$ cat config.mk
export PLATFORM = sky130hd
export DESIGN_NAME = key_event_arbiter
export DESIGN_NICKNAME = d
export VERILOG_FILES = /design/src/rtl/key_event_arbiter.sv
export SDC_FILE = /design/constraint.sdc
export NUM_CORES = 1
export LEC_CHECK = 0
export CORE_ASPECT_RATIO = 0.7
export CORE_MARGIN = 2
export CORE_UTILIZATION = 49
export CTS_CLUSTER_SIZE = 8
export DETAILED_ROUTE_END_ITERATION = 6
export PLACE_DENSITY = 0.7
export SLEW_MARGIN = 20
export SYNTH_ARGS = -nofsm -noshare
export SYNTH_HDL_FRONTEND = slang
export SYNTH_SLANG_ARGS = --single-unit
$ cat constraint.sdc
create_clock -name CLK_O -period 2.07 [get_ports CLK_O]
set_clock_uncertainty 0.2 [all_clocks]
set_input_delay 0.414 -clock CLK_O [delete_from_list [all_inputs] [get_ports CLK_O]]
set_output_delay 0.414 -clock CLK_O [all_outputs]
set_load 0.02 [all_outputs]
$ cat src/rtl/key_event_arbiter.sv
// Debounces NUM_KEYS keys with one shared tick and queues {key, polarity} edge events in a FWFT FIFO.
// Latency: the first event of tick T is visible at cycle T+3; later events of that scan follow one per cycle.
// Backpressure: a push into a full FIFO is dropped and sets sticky OVERFLOW, unless a pop happens in the same cycle.
module key_event_arbiter #(
    parameter int                  NUM_KEYS      = 8,
    parameter logic [31:0]         TICK_PERIOD   = 32'd999999,
    parameter int                  FIFO_DEPTH    = 4,
    parameter logic [NUM_KEYS-1:0] INITIAL_STATE = {NUM_KEYS{1'b0}},
    localparam int                 KW            = $clog2(NUM_KEYS)
) (
    input  logic                CLK_O,
    input  logic                XRST,
    input  logic [NUM_KEYS-1:0] KEY_I,
    output logic [NUM_KEYS-1:0] KEY_STATE,
    output logic                EVT_VALID,
    input  logic                EVT_READY,
    output logic [KW-1:0]       EVT_KEY,
    output logic                EVT_POS,
    output logic                OVERFLOW,
    input  logic                CLR_OVF
);

    localparam int AW = $clog2(FIFO_DEPTH);

    typedef struct packed {
        logic [KW-1:0] key;
        logic          pos;
    } evt_t;

    typedef enum logic [1:0] {IDLE, LOAD, SCAN} state_t;

    logic [NUM_KEYS-1:0] sync1_q, sync2_q;
    logic [NUM_KEYS-1:0] ff0_q, ff1_q;
    logic [31:0]         cnt_q;
    logic                tick;

    state_t              state_q;
    logic [NUM_KEYS-1:0] pend_q, pol_q, pend_d;
    logic [KW-1:0]       scan_idx;

    evt_t                mem_q [FIFO_DEPTH];
    logic [AW:0]         wr_ptr_q, rd_ptr_q;
    logic                ovf_q;
    logic                fifo_empty, fifo_full, pop, push_vld, push_ok, drop;
    evt_t                push_dat, head;

    assign tick = (cnt_q == TICK_PERIOD);

    always_ff @(posedge CLK_O or negedge XRST) begin
        if (!XRST) begin
            sync1_q <= INITIAL_STATE;
            sync2_q <= INITIAL_STATE;
            ff0_q   <= INITIAL_STATE;
            ff1_q   <= INITIAL_STATE;
            cnt_q   <= '0;
        end else begin
            sync1_q <= KEY_I;
            sync2_q <= sync1_q;
            cnt_q   <= tick ? '0 : cnt_q + 32'd1;
            if (tick) begin
                ff0_q <= sync2_q;
                ff1_q <= ff0_q;
            end
        end
    end

    assign KEY_STATE = ff0_q;

    // Lowest pending key wins; the scan visits keys in ascending index order.
    always_comb begin
        scan_idx = '0;
        for (int i = NUM_KEYS - 1; i >= 0; i--) begin
            if (pend_q[i]) scan_idx = KW'(i);
        end
        pend_d = pend_q & ~({{(NUM_KEYS-1){1'b0}}, 1'b1} << scan_idx);
    end

    always_ff @(posedge CLK_O or negedge XRST) begin
        if (!XRST) begin
            state_q <= IDLE;
            pend_q  <= '0;
            pol_q   <= '0;
        end else begin
            case (state_q)
                IDLE: if (tick) state_q <= LOAD;
                LOAD: begin
                    pend_q  <= ff0_q ^ ff1_q;
                    pol_q   <= ff0_q;
                    state_q <= ((ff0_q ^ ff1_q) == '0) ? IDLE : SCAN;
                end
                SCAN: begin
                    pend_q <= pend_d;
                    if (pend_d == '0) state_q <= IDLE;
                end
                default: state_q <= IDLE;
            endcase
        end
    end

    assign push_vld     = (state_q == SCAN);
    assign push_dat.key = scan_idx;
    assign push_dat.pos = pol_q[scan_idx];

    assign fifo_empty = (wr_ptr_q == rd_ptr_q);
    assign fifo_full  = (wr_ptr_q[AW] != rd_ptr_q[AW]) &&
                        (wr_ptr_q[AW-1:0] == rd_ptr_q[AW-1:0]);
    assign pop        = !fifo_empty && EVT_READY;
    // A simultaneous pop frees the slot the push needs.
    assign push_ok    = push_vld && (!fifo_full || pop);
    assign drop       = push_vld && fifo_full && !pop;

    always_ff @(posedge CLK_O) begin
        if (push_ok) mem_q[wr_ptr_q[AW-1:0]] <= push_dat;
    end

    always_ff @(posedge CLK_O or negedge XRST) begin
        if (!XRST) begin
            wr_ptr_q <= '0;
            rd_ptr_q <= '0;
            ovf_q    <= 1'b0;
        end else begin
            if (push_ok) wr_ptr_q <= wr_ptr_q + 1'b1;
            if (pop)     rd_ptr_q <= rd_ptr_q + 1'b1;
            if (drop)         ovf_q <= 1'b1;
            else if (CLR_OVF) ovf_q <= 1'b0;
        end
    end

    assign head      = mem_q[rd_ptr_q[AW-1:0]];
    assign EVT_VALID = !fifo_empty;
    assign EVT_KEY   = EVT_VALID ? head.key : '0;
    assign EVT_POS   = EVT_VALID ? head.pos : 1'b0;
    assign OVERFLOW  = ovf_q;

endmodule

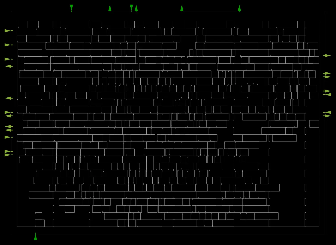
**Above:** run 1 (cell placement).
core outline area: 0.00914 mm²
final core utilization: 0.685
tally of filler cells in the layout: 651
share of cell area taken by flip-flops and latches: 0.432

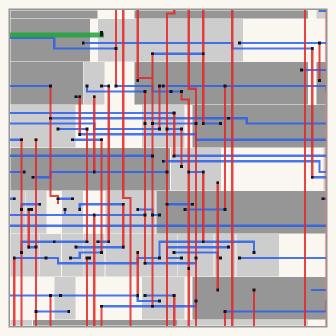
**Above:** run 1 (zoomed window).
Window x 80 to 100, y 54 to 74 µm. Cells in grey, sequential cells in the stronger grey; small squares are vias.
legend:
  red:
    layer: met2
  blue:
    layer: met1
  green:
    layer: met3
netlist names of flops here include: mem_q (4), wr_ptr_q (1)
sequential cells in the window: 5
cells with their middle in the window: 23
most frequent: inv_1 (6), edfxtp_1 (4)

==> highlights.md, run 1 <==
* data arrival time of the critical path: 1680 ps
* Total Negative Setup Slacks: -2490 ps
* minimum clock period: 2300 ps
* worst slew pin tran: 561 ps
* combinational-cell power consumption: 67.9 µW
* Critical Path Slowest Stage Cell: sky130_fd_sc_hd__mux4_2
* uppermost layer routed: met4
* routability congestion estimate from global placement: 0.816
* first-pass iteration count of the detailed router: 4
* worst vdd rail ir drop: 0.556 mV
* part of the total power dissipated in the clock network: 0.428
* setup bufs post-CTS: 13
* Max Fanout on Critical Path: 5
* Synth Flop Type: sky130_fd_sc_hd__dfrtp_1
* number of warnings reported in the yosys synthesis log: 0
* Clock Power: 1.63 mW
* endpoint with the worst hold slack: sync2_q[2]
* failing checks: setup timing
* switching share of power: 0.218
* net switching power figure: 830 µW
* Max Freq: 435 MHz
* wl on met1: 4550 µm
* Multi-In Gates: 232
* Synthesized registers: 105
* least setup slack across all paths after layout: -229 ps
* count of clock tree sinks: 105
* Placed Cells incl. Taps: 563
* run status: finished, violations left
* pre-CTS setup slack: -328 ps
* critical path required time: 1460 ps
* gate count of the mapped netlist: 361
* met2 wire len: 4620 µm
* Clock H-tree levels: 3
* count of library flops with an enable pin: 16
* share of the final layout cell area in multi-input gates: 0.323
* critical path's top delay family: multiplexers
* number of stages on the worst hold path: 0
* floorplan die area: 0.0103 mm²
* final HPWL from detailed placement: 6480 µm
* met3 usage in global routing: 0.0444
* post-layout instance count excluding filler cells: 604
* number of endpoints failing setup at the final stage: 35
* busiest grt layer: met2
* internal power summed over all cells: 2.97 mW
* number of different library cells in the post-synthesis netlist: 54
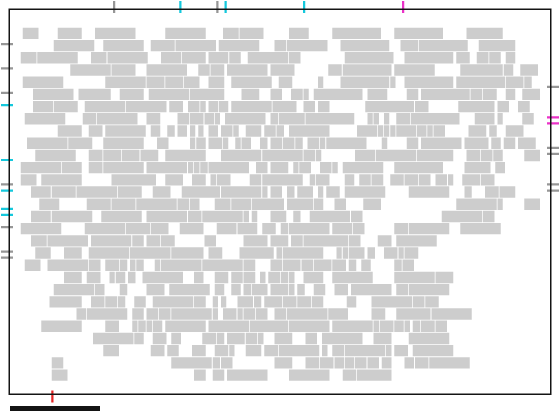
**Above:** run 1 (pin map).
Scale bar: 20 µm. Pins as bars across the die edge, other pins in grey.
legend:
  cyan:
    port: KEY_STATE
    pins: 8
    direction: output
    edge: 5 west, 3 north
  red:
    port: XRST
    pins: 1
    direction: input
    edge: south
  magenta:
    port: EVT_KEY
    pins: 3
    direction: output
    edge: 2 east, 1 north
all pins by edge: 12 west, 7 east, 6 north, 1 south
Port Buf Inserts: 25
die span in y: 85.5 µm

[run 1: sequential cells by signal (all words and copies together) (netlist names)]
| register | flops |
|---|---|
| KEY_STATE | 8 |
| OVERFLOW | 1 |
| cnt_q | 32 |
| ff1_q | 8 |
| mem_q | 16 |
| pend_q | 8 |
| pol_q | 8 |
| rd_ptr_q | 3 |
| state_q | 2 |
| sync1_q | 8 |
| sync2_q | 8 |
| wr_ptr_q | 3 |
[run 1: cells by family after synthesis]
kind of cell    synth area share
flops                      0.583
simple gates               0.141
compound gates            0.0541
fa+ha+maj                 0.0264
xor+xnor                  0.0811
mux                       0.0913
buf+inv                   0.0232
**Run 1: cells by drive strength**

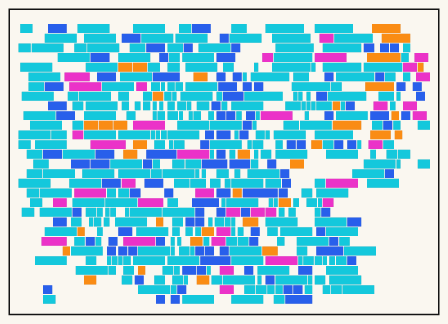

--- run 2 (diff from run 1) ---
--- a/config.mk
+++ b/config.mk
@@ -5,6 +5,7 @@
 export SDC_FILE = /design/constraint.sdc
 export NUM_CORES = 1
 export LEC_CHECK = 0
+export ABC_AREA = 1
 export CORE_ASPECT_RATIO = 0.7
 export CORE_MARGIN = 2
 export CORE_UTILIZATION = 49
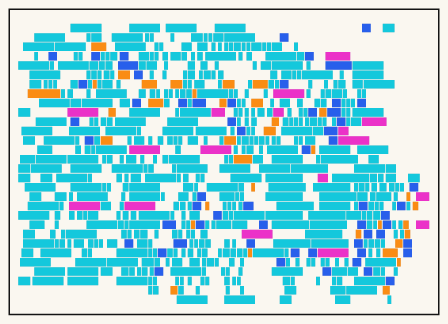
**Above:** run 2 (cells by drive strength).
legend:
  blue:
    size: drive 3 to 4
    cells: 58
    share: 9.1%
    most_used: buf_4
  magenta:
    size: drive 6 and up
    cells: 17
    share: 2.7%
    most_used: clkbuf_16
  orange:
    size: drive 2
    cells: 35
    share: 5.5%
    most_used: inv_2
  cyan:
    size: drive 1 or less
    cells: 525
    share: 83%
    most_used: nand2_1
area growth from synthesis to layout: 22.6%
least setup slack across all paths after layout: -15.1 ps

==> highlights.md, run 2 <==
* register with the most flip-flops: cnt_q
* count of clock tree sinks: 105
* first-pass iteration count of the detailed router: 5
* Multi-In Gates: 343
* Synth Flop Type: sky130_fd_sc_hd__dfrtp_1
* met2 wire len: 4370 µm
* die span in y: 88.2 µm
* Clock Power: 1.59 mW
* share of cell area taken by flip-flops and latches: 0.445
* routability congestion estimate from global placement: 0.935
* max reg flops: 32
* async set-reset flop share out of synthesis: 0.848
* wl on met1: 5520 µm
* dominant kind of cell: flip-flops and latches
* final HPWL from detailed placement: 8290 µm
* standard-cell row count: 30
* Static Leak: 2.96 nW
* final core utilization: 0.624
* failing checks: setup timing
* R2R Path End: cnt_q[22]
* insertion delay at the late pin of the worst-skew pair: 350 ps
* Total Negative Setup Slacks: -28.3 ps
* data arrival time of the critical path: 1470 ps
* vias in the first global route: 3793
* number of cells on the worst reg-to-reg path: 12
* met3 usage in global routing: 0.0635
* Clock H-tree levels: 3
* pre-CTS setup slack: -122 ps
* number of warnings reported in the yosys synthesis log: 0
* Synthesized registers: 105
* post-layout net count: 651
* number of different library cells in the post-synthesis netlist: 36
* antenna viol nets, final: 0
* cell count listed in synth_stat.txt: 551
* Post-synth seq share: 0.546
* core utilization at floorplan: 0.509
* most frequently placed logic cells in the final layout: sky130_fd_sc_hd__nand2_1, sky130_fd_sc_hd__dfrtp_1, sky130_fd_sc_hd__inv_1
* switching share of power: 0.213
* Worst Hold Slack: 150 ps
* Pwr Density: 619 mW/mm²
* endpoint with the worst hold slack: sync2_q[3]
* busiest grt layer: met1
* layout clock buffer count: 10
* Max Fanout on Critical Path: 5
* Post-CTS Resized: 27
* length of routed met3 wiring: 989 µm
* Placed Cells incl. Taps: 739
* mean routed wirelength per cell: 14.4 µm
* tally of filler cells in the layout: 834
* floorplan die area: 0.0110 mm²
* Post-Syn Area per Cell: 9.01 µm²
* worst slew pin tran: 470 ps
* run status: finished, violations left
* internal power summed over all cells: 2.96 mW
* minimum clock period: 2090 ps
* share of total power in combinational logic: 0.017
* Max-Cap Viols: 0
* most numerous cell in the Yosys netlist: sky130_fd_sc_hd__nand2_1
* Yosys top cell area share: 0.449
* most area-hungry cell type in the Yosys netlist: sky130_fd_sc_hd__dfrtp_1
* source of the worst register-to-register timing path: cnt_q[0]
* uppermost layer routed: met4
* number of endpoints failing setup at the final stage: 3
* critical path required time: 1460 ps
* worst vdd rail ir drop: 0.551 mV
* number of hold buffers added after CTS: 1
* mapped cell area: 0.00496 mm²
* part of the total power dissipated in the clock network: 0.423
* number of stages on the worst hold path: 0
* Final Cycle Share: 1.01
* number of antenna repair diodes: 0
* setup bufs post-CTS: 1
* combinational-cell power consumption: 65.9 µW
* final design instance area without fill: 0.00609 mm²
* fraction of layout instances using a drive strength above 1: 0.173
* worst-case clock buffer depth: 2
* core outline area: 0.00976 mm²
* post-layout instance count excluding filler cells: 763
* Max Freq: 480 MHz
* net switching power figure: 804 µW
* least setup slack across all paths after layout: -15.1 ps
* share of the final layout cell area in multi-input gates: 0.316
* Port Buf Inserts: 25
* Global Route met2 Usage: 0.313
* count of library flops with an enable pin: 16
* TritonCTS clock tree: built
* wire length after detailed routing: 11000 µm
* gate count of the mapped netlist: 551
-- run 2: logic make-up after synthesis --
| family | synth area share |
|---|---|
| compound gates | 0.0761 |
| fa+ha+maj | 0.0227 |
| buf+inv | 0.0814 |
| xor+xnor | 0.0618 |
| flops | 0.546 |
| simple gates | 0.213 |
-- run 2: critical path: stages, from the launching register on --
cell	delay, ps
sky130_fd_sc_hd__dfrtp_1	400
sky130_fd_sc_hd__clkinv_2	110
sky130_fd_sc_hd__buf_4	160
sky130_fd_sc_hd__o21ai_1	120
sky130_fd_sc_hd__o22ai_1	90
sky130_fd_sc_hd__nand2_1	70
sky130_fd_sc_hd__inv_1	30
sky130_fd_sc_hd__buf_2	140
**Run 2: zoomed window**

Window x 83 to 103, y 56 to 76 µm. Cells in grey, sequential cells in the stronger grey; small squares are vias.
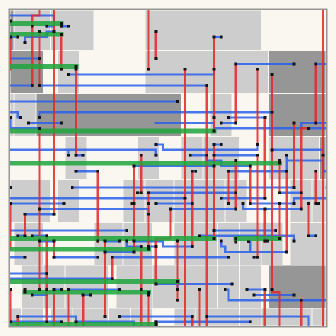

--- run 3 (diff from run 2) ---
--- a/config.mk
+++ b/config.mk
@@ -11,7 +11,7 @@
 export CORE_UTILIZATION = 49
 export CTS_CLUSTER_SIZE = 8
 export DETAILED_ROUTE_END_ITERATION = 6
-export PLACE_DENSITY = 0.7
+export PLACE_DENSITY = 0.67
 export SLEW_MARGIN = 20
 export SYNTH_ARGS = -nofsm -noshare
 export SYNTH_HDL_FRONTEND = slang
==> constraint.sdc (replaced) <==
create_clock -name CLK_O -period 2 [get_ports CLK_O]
set_clock_uncertainty 0.2 [all_clocks]
set_input_delay 0.4 -clock CLK_O [delete_from_list [all_inputs] [get_ports CLK_O]]
set_output_delay 0.4 -clock CLK_O [all_outputs]
set_load 0.02 [all_outputs]
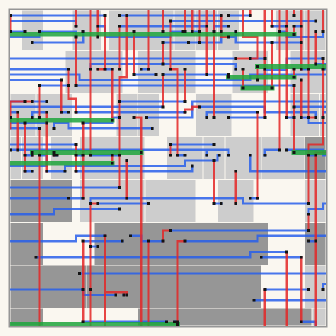
**Above:** run 3 (zoomed window).
Window x 83 to 103, y 56 to 76 µm. Cells in grey, sequential cells in the stronger grey; small squares are vias.
legend:
  red:
    layer: met2
  blue:
    layer: met1
  green:
    layer: met3
sequential cells in the window: 2
netlist names of flops here include: mem_q (2)
cells with their middle in the window: 31
most frequent: nand2_2 (4), nand2_1 (4), inv_1 (3)

==> highlights.md, run 3 <==
* critical path required time: 1400 ps
* most area-hungry cell type in the Yosys netlist: sky130_fd_sc_hd__dfrtp_1
* critical path's top delay family: flip-flops
* met3 usage in global routing: 0.0446
* run status: finished, violations left
* final design instance area without fill: 0.00639 mm²
* number of different library cells in the post-synthesis netlist: 36
* minimum clock period: 2050 ps
* post-layout net count: 670
* failing checks: setup timing
* Final Cycle Share: 1.02
* wire length after detailed routing: 11000 µm
* floorplan die area: 0.0110 mm²
* Port Buf Inserts: 25
* most numerous cell in the Yosys netlist: sky130_fd_sc_hd__nand2_1
* area growth from synthesis to layout: 28.8%
* gate count of the mapped netlist: 551
* Critical Path Slowest Stage Cell: sky130_fd_sc_hd__dfrtp_1
* length of routed met3 wiring: 698 µm
* worst-path cell chain: buf_6 -> nand2_2 -> a22oi_2 -> nand2_2 -> nand2_1 -> inv_1 -> buf_6
* number of endpoints failing setup at the final stage: 4
* number of hold buffers added after CTS: 1
* data arrival time of the critical path: 1450 ps
* Placed Cells incl. Taps: 747
* share of cell area taken by flip-flops and latches: 0.424
* async set-reset flop share out of synthesis: 0.848
* Synthesized registers: 105
* path length in cells of the critical path: 7
* least setup slack across all paths after layout: -45.6 ps
* pre-CTS setup slack: -193 ps
* core outline area: 0.00976 mm²
* count of clock tree sinks: 105
* count of library flops with an enable pin: 16
* Post-Syn Area per Cell: 9.01 µm²
* cell count listed in synth_stat.txt: 551
* layout clock buffer count: 9
* worst-case clock buffer depth: 2
* uppermost layer routed: met4
* R2R Path End: cnt_q[22]
* met2 wire len: 4590 µm
* post-layout instance count excluding filler cells: 782
* setup bufs post-CTS: 5
* register with the most flip-flops: cnt_q
-- run 3: power by group --
| group | switching, mW | internal (mW) | leakage (nW) |
|---|---|---|---|
| logic | 0.0371 | 0.0246 | 1.59 |
| registers | 0.00401 | 2.18 | 1.36 |
| clock network | 0.858 | 0.897 | 0.149 |
| total | 0.900 | 3.10 | 3.10 |
-- run 3: kinds of logic (layout without fill, tap and decap cells) --
| logic type | count (synthesis) | in the layout | synth area share |
|---|---|---|---|
| compound gates | 67 | 67 | 0.0761 |
| buf+inv | 103 | 206 | 0.0814 |
| xor+xnor | 35 | 35 | 0.0618 |
| flops | 105 | 105 | 0.546 |
| simple gates | 232 | 232 | 0.213 |
| fa+ha+maj | 9 | 9 | 0.0227 |

==> gallery <==
Placement density heat map.
The die is cut into 12 by 9 equal tiles; white is low, dark blue is high, 0 to 100% covered.
(a)
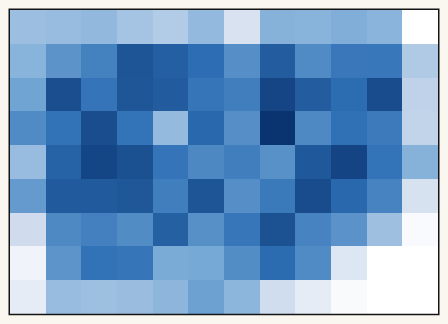
(b)
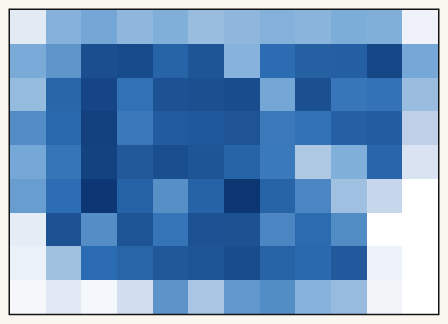
(c)
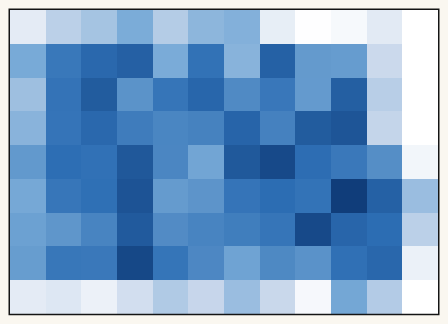
(b) comes from run 1.
(c) comes from run 2.
(a) comes from run 3.

Power is estimated from default activity; no workload was simulated.
